$ cat config.mk
export PLATFORM = sky130hd
export DESIGN_NAME = bcd_counter_updown
export DESIGN_NICKNAME = d
export VERILOG_FILES = /design/src/rtl/bcd_counter_updown.sv
export SDC_FILE = /design/constraint.sdc
export NUM_CORES = 1
export LEC_CHECK = 0
export ABC_AREA = 1
export CORE_MARGIN = 4
export CORE_UTILIZATION = 45
export DETAILED_ROUTE_END_ITERATION = 10
export GPL_TIMING_DRIVEN = 0
export PLACE_DENSITY = 0.76
export SLEW_MARGIN = 5
export SYNTH_ARGS = -nofsm -noshare
export SYNTH_HDL_FRONTEND = slang
export SYNTH_SLANG_ARGS = --single-unit
$ cat constraint.sdc
create_clock -name clk_i -period 1.48 [get_ports clk_i]
set_input_delay 0.37 -clock clk_i [delete_from_list [all_inputs] [get_ports clk_i]]
set_output_delay 0.37 -clock clk_i [all_outputs]
set_load 0.005 [all_outputs]
$ cat src/rtl/bcd_counter_updown.sv
// bcd_counter_updown
//   Cascadable multi-digit BCD up/down counter with synchronous parallel
//   load, a combinational terminal-count output for chaining stages, and
//   registered wrap / rejected-load pulses. Every digit field of the count
//   always holds a legal BCD code 0-9.
//
// Parameters
//   DIGITS        number of BCD digits, legal range 1-4
//
// Ports
//   clk_i         rising-edge clock
//   reset_i       synchronous active-high reset (count, wrap and load_err to 0)
//   en_i          count enable (carry/borrow input when cascaded)
//   up_i          direction: 1 = count up, 0 = count down
//   load_i        synchronous parallel load request (overrides en_i)
//   load_val_i    load value, digit k in [4k+3:4k]
//   bcd_o         registered count, digit k in [4k+3:4k]
//   tc_o          combinational terminal count, feeds en_i of the next stage
//   wrap_o        one-cycle pulse after the counter wrapped
//   load_err_o    one-cycle pulse after a load containing a digit above 9
module bcd_counter_updown #(
  parameter int DIGITS = 2
) (
  input  logic                  clk_i,
  input  logic                  reset_i,
  input  logic                  en_i,
  input  logic                  up_i,
  input  logic                  load_i,
  input  logic [4*DIGITS-1:0]   load_val_i,
  output logic [4*DIGITS-1:0]   bcd_o,
  output logic                  tc_o,
  output logic                  wrap_o,
  output logic                  load_err_o
);

  logic [4*DIGITS-1:0] bcd_q, bcd_d;
  logic                wrap_q, wrap_d;
  logic                load_err_q, load_err_d;

  logic [4*DIGITS-1:0] cnt_d;
  logic                all9, all0, load_ok;

  // Per-digit increment; codes 10-15 cannot occur but are steered to 0.
  function automatic logic [3:0] digit_inc(input logic [3:0] d);
    if (d >= 4'd9) return 4'd0;
    else           return d + 4'd1;
  endfunction

  // Per-digit decrement; 0 and the illegal codes 10-15 both go to 9.
  function automatic logic [3:0] digit_dec(input logic [3:0] d);
    if ((d == 4'd0) || (d > 4'd9)) return 4'd9;
    else                           return d - 4'd1;
  endfunction

  // Ripple carry/borrow through the digits, starting with digit 0 always
  // stepping. A digit passes the carry on only when it rolls over from its
  // terminal value (9 going up, 0 going down).
  always_comb begin
    logic       carry;
    logic [3:0] dig;
    logic [3:0] ld;
    cnt_d   = bcd_q;
    carry   = 1'b1;
    all9    = 1'b1;
    all0    = 1'b1;
    load_ok = 1'b1;
    dig     = 4'd0;
    ld      = 4'd0;
    for (int k = 0; k < DIGITS; k++) begin
      dig = bcd_q[4*k +: 4];
      ld  = load_val_i[4*k +: 4];
      if (dig != 4'd9) all9 = 1'b0;
      if (dig != 4'd0) all0 = 1'b0;
      if (ld > 4'd9)   load_ok = 1'b0;
      if (carry) begin
        cnt_d[4*k +: 4] = up_i ? digit_inc(dig) : digit_dec(dig);
        carry = up_i ? (dig == 4'd9) : (dig == 4'd0);
      end
    end
  end

  // Terminal count ignores reset on purpose: it only describes what the
  // next enabled, non-load edge would do.
  assign tc_o = en_i & ~load_i & (up_i ? all9 : all0);

  always_comb begin
    bcd_d = bcd_q;
    if (load_i) begin
      if (load_ok) bcd_d = load_val_i;
    end else if (en_i) begin
      bcd_d = cnt_d;
    end
  end

  assign wrap_d     = tc_o;
  assign load_err_d = load_i & ~load_ok;

  always_ff @(posedge clk_i) begin
    if (reset_i) begin
      bcd_q      <= '0;
      wrap_q     <= 1'b0;
      load_err_q <= 1'b0;
    end else begin
      bcd_q      <= bcd_d;
      wrap_q     <= wrap_d;
      load_err_q <= load_err_d;
    end
  end

  assign bcd_o      = bcd_q;
  assign wrap_o     = wrap_q;
  assign load_err_o = load_err_q;

endmodule

==> impl_metrics.env <==
# implementation run metrics
export IMPL_rsz0062_at_grt="true"
export IMPL_synth_top_cell_area_share=0.191
export IMPL_p_per_area_mw_per_mm2=651
export IMPL_vias=1200
export IMPL_grt_pass1_vias=1141
export IMPL_critPathLaunch="bcd_o[4]$_SDFFE_PP0P_"
export IMPL_hold_ws_ns=0.517
export IMPL_synth_area_mm2=0.00105
export IMPL_instances_no_fill=225
export IMPL_drv_slew=0
export IMPL_p_seq_frac=0.298
export IMPL_top_power_group="combinational cells"
export IMPL_fin_nets=218
export IMPL_ant_nets=0
export IMPL_grt_ovfl_total=0
export IMPL_crit_type="reg -> out"
export IMPL_pg_seq_mw=0.312
export IMPL_chip_area_mm2=0.00316
export IMPL_grt_max_degree=11
export IMPL_violations="setup timing"
export IMPL_fin_skew_ns=0.00319
export IMPL_p_int_mw=0.638
export IMPL_clock_latency_ns=0.27
export IMPL_synth_distinct_cells=30
export IMPL_logic_family="simple AND/OR/NAND/NOR gates"
export IMPL_dp_cells=203
export IMPL_xor_share=0.0251
export IMPL_regToRegEndpoint="bcd_o[6]$_SDFFE_PP0P_"
export IMPL_critical_path_max_fanout=4
export IMPL_required_ns=1.11
export IMPL_yosysChipArea_mm2=0.00105
export IMPL_drc=0
export IMPL_end_kind="primary output"
export IMPL_ys_async_sr_fraction=0
export IMPL_cts_sinks=10
export IMPL_diodes=0
export IMPL_p_leak_nw=0.789
export IMPL_dpl_hpwl_um=2020
export IMPL_maxSlewHeadroom=0.833
export IMPL_yosysWarnings=0
export IMPL_syn_instance_count=154
export IMPL_power_clock_mw=0.190
export IMPL_ys_seq_frac=0.191
export IMPL_mux_share=0
export IMPL_vdd_drop_max_uv=761
export IMPL_synth_stat_cells=154
export IMPL_root_buffer="clkbuf_4"
export IMPL_viasPerCell=5.33
export IMPL_hold_depth=3
export IMPL_cts_setup_buffers=12
export IMPL_fin_ws_ns=-0.252
export IMPL_edf_count=0
export IMPL_timing_reg2reg_setup_slack_ns=0.05
export IMPL_wl_per_cell_um=14.2
export IMPL_cts_tree="built"
export IMPL_clk_pin_slew_worst_paths_ns=0.07
export IMPL_p_comb_mw=0.544
export IMPL_crit_arrival_ns=1.36
export IMPL_p_total_mw=1.05
export IMPL_gp_congestion=0.870
export IMPL_synth_avg_cell_area_um2=6.79
export IMPL_die_x_um=56.2
export IMPL_dr_first_iter_drc_count=21
export IMPL_pwr_share_clk=0.181
export IMPL_post_route_period_util=1.17
export IMPL_hold_viol=0
export IMPL_hold_buffers=0
export IMPL_drive_gt1_frac=0.416
export IMPL_min_path_type="in -> reg"
export IMPL_tightest_slew_ns=0.251
export IMPL_adder_share=0.0718
export IMPL_drv_cap=0
export IMPL_cts_path_max_buffers=2
export IMPL_firstDrtPassIters=4
export IMPL_common_cells="nand2_1 (34), nand3_1 (20), nor2_1 (12), inv_1 (11)"
export IMPL_clock_fmax_mhz=577
export IMPL_synth_main_ff_cell="dfxtp_1"
export IMPL_period_needed_ns=1.73
export IMPL_setup_violations=1
export IMPL_top_cell="nand2_1"
export IMPL_sw_frac_of_total=0.390
export IMPL_warnings=32
export IMPL_syn_num_nets=173
export IMPL_fillers=187
export IMPL_holdCritStartpoint="load_val_i[1]"
export IMPL_cts_buffers_inserted=3
export IMPL_die_y_um=56.2
export IMPL_crit_end="tc_o"
export IMPL_wl_um=3190
export IMPL_antenna_found_initial=0
export IMPL_outcome="complete, but fails checks"
export IMPL_topCellsByArea="dfxtp_1 (19%), nand2_1 (12%), nand3_1 (9.6%), ha_1 (7.2%), o21ai_0 (4.8%)"
export IMPL_ys_ff=10
export IMPL_aoi_share=0.145
export IMPL_r2r_cells=9
export IMPL_cts_max_level=1
export IMPL_r2r_start="bcd_o[4]$_SDFFE_PP0P_"
export IMPL_netSwitchingPower_mw=0.407
export IMPL_syn_to_final_growth_pct=53.5
export IMPL_cts_resized_gates=44
export IMPL_hold_path_end="bcd_o[1]$_SDFFE_PP0P_"
export IMPL_cp_start_kind="register"
export IMPL_p_comb_frac=0.520
export IMPL_synth_area_leader_cell="dfxtp_1"
routing by layer:
metal | vias up | track usage | share of wire | wire length [µm]
li1 | 596 | - | - | -
met1 | 553 | 0.223 | 0.40 | 1270
met2 | 41 | 0.391 | 0.53 | 1690
met3 | 10 | 0.0464 | 0.044 | 139
met4 | 0 | 0.0542 | 0.027 | 87
met5 | - | 0 | 0 | 0
logic make-up (layout without fill, tap and decap cells):
| logic type | count (synthesis) | after routing |
|---|---|---|
| simple gates | 90 | 90 |
| buf+inv | 21 | 64 |
| xor+xnor | 3 | 3 |
| compound gates | 24 | 24 |
| fa+ha+maj | 6 | 6 |
| flops | 10 | 10 |
placed cells by master (no fill, tap or decap), drive strengths merged:
cell / instances
nand2: 41
buf: 26
nand3: 25
nor2: 17
inv: 14
o21ai: 14
dfxtp: 10
a21oi: 8
clkdlybuf4s50: 7
dlygate4sd2: 7
nand4: 6
dlymetal6s2s: 6
ha: 6
clkbuf: 3
xor2: 2
clkdlybuf4s25: 1
a211oi: 1
xnor2: 1
o21a: 1
or2: 1
area by class of cell:
type                    count  area [µm²]  area share
multi-input cells         123         827       0.515
repair buffers             40         362       0.225
flip-flops and latches     10         218       0.136
inverters                  14        75.1      0.0468
plain buffers               7        66.3      0.0413
well taps                  28        35.0      0.0218
clock buffers               3        22.5      0.0140
critical path, stage by stage (launching register included):
cell,delay (ns)
dfxtp_4,0.37
inv_4,0.07
ha_4,0.14
nand3_4,0.06
o21ai_1,0.13
nand4_1,0.14
inv_1,0.07
buf_2,0.10
per-stage QoR:
stage	setup TNS [ns]	worst slack, ns	cell area, µm²
after floorplan	0	0.0152	1060
after global placement	-3.58	-1.03	1300
after detailed placement	-3.64	-1.04	1300
after CTS	-0.452	-0.255	1510
after global routing	-0.477	-0.374	1610
final	-0.252	-0.252	1610
==> images/util_map.png <==
Scale bar: 20 µm. The die is cut into 11 by 11 equal tiles; black is low, pale yellow is high, 0 to 100% covered.
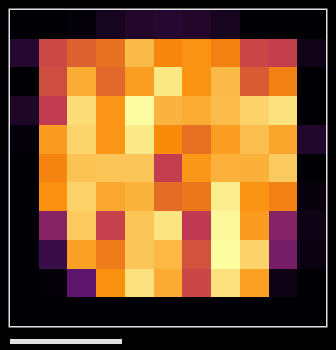
nearly empty tiles: 24%
densest ninth of the die: center
fullest tile: 99%
emptiest ninth of the die: south-west
mean over tiles: 50%
FP Core Util: 0.473
Core Util, Final: 0.726
Core Box Area: 0.00221 mm²

==> images/port_trees.png <==
Scale bar: 20 µm.
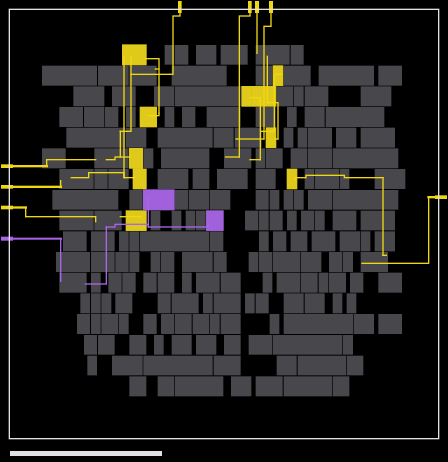
legend:
  `load_val_i`:
    color: yellow
    direction: input
    edge: 4 north, 3 west, 1 east
    end_cells: 10
    wire: 228 µm
  `en_i`:
    color: purple
    direction: input
    edge: west
    end_cells: 2
    wire: 40.5 µm
PortBufs: 21
Ports: 24

==> images/floorplan.png <==
Scale bar: 20 µm. Pins as bars on the die edge.
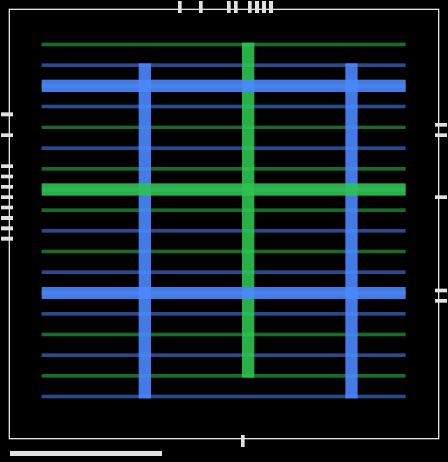
legend:
  VSS:
    color: blue
  VDD:
    color: green
met5 straps: 3
met4 straps: 3
met1 rails: 18

==> images/congestion_map.png <==
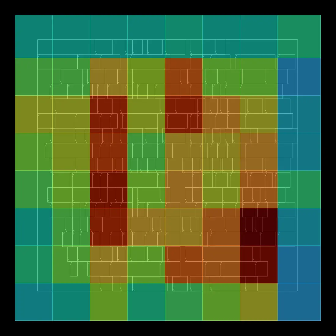
met1 Use GR: 0.223
met2 Use GR: 0.391
met3 Use GR: 0.0464

==> images/class_map.png <==
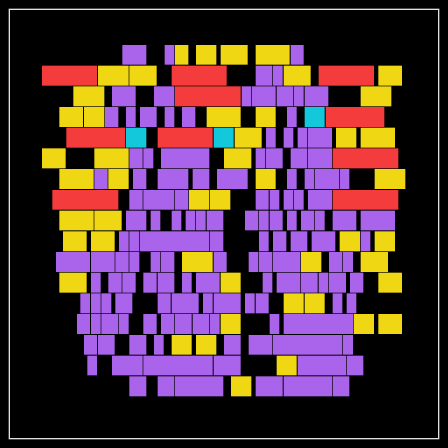
legend:
  sequential cells:
    color: red
    cells: 10
    share_of_their_area: 14%
  clock-net drivers:
    color: cyan
    cells: 3
    share_of_their_area: 1.4%
  remaining buffers and delay cells:
    color: yellow
    cells: 47
    share_of_their_area: 27%
  remaining logic cells:
    color: purple
    cells: 137
    share_of_their_area: 57%
fin area: 0.00161 mm²
sequential share of cell area: 0.136
# rows: 17

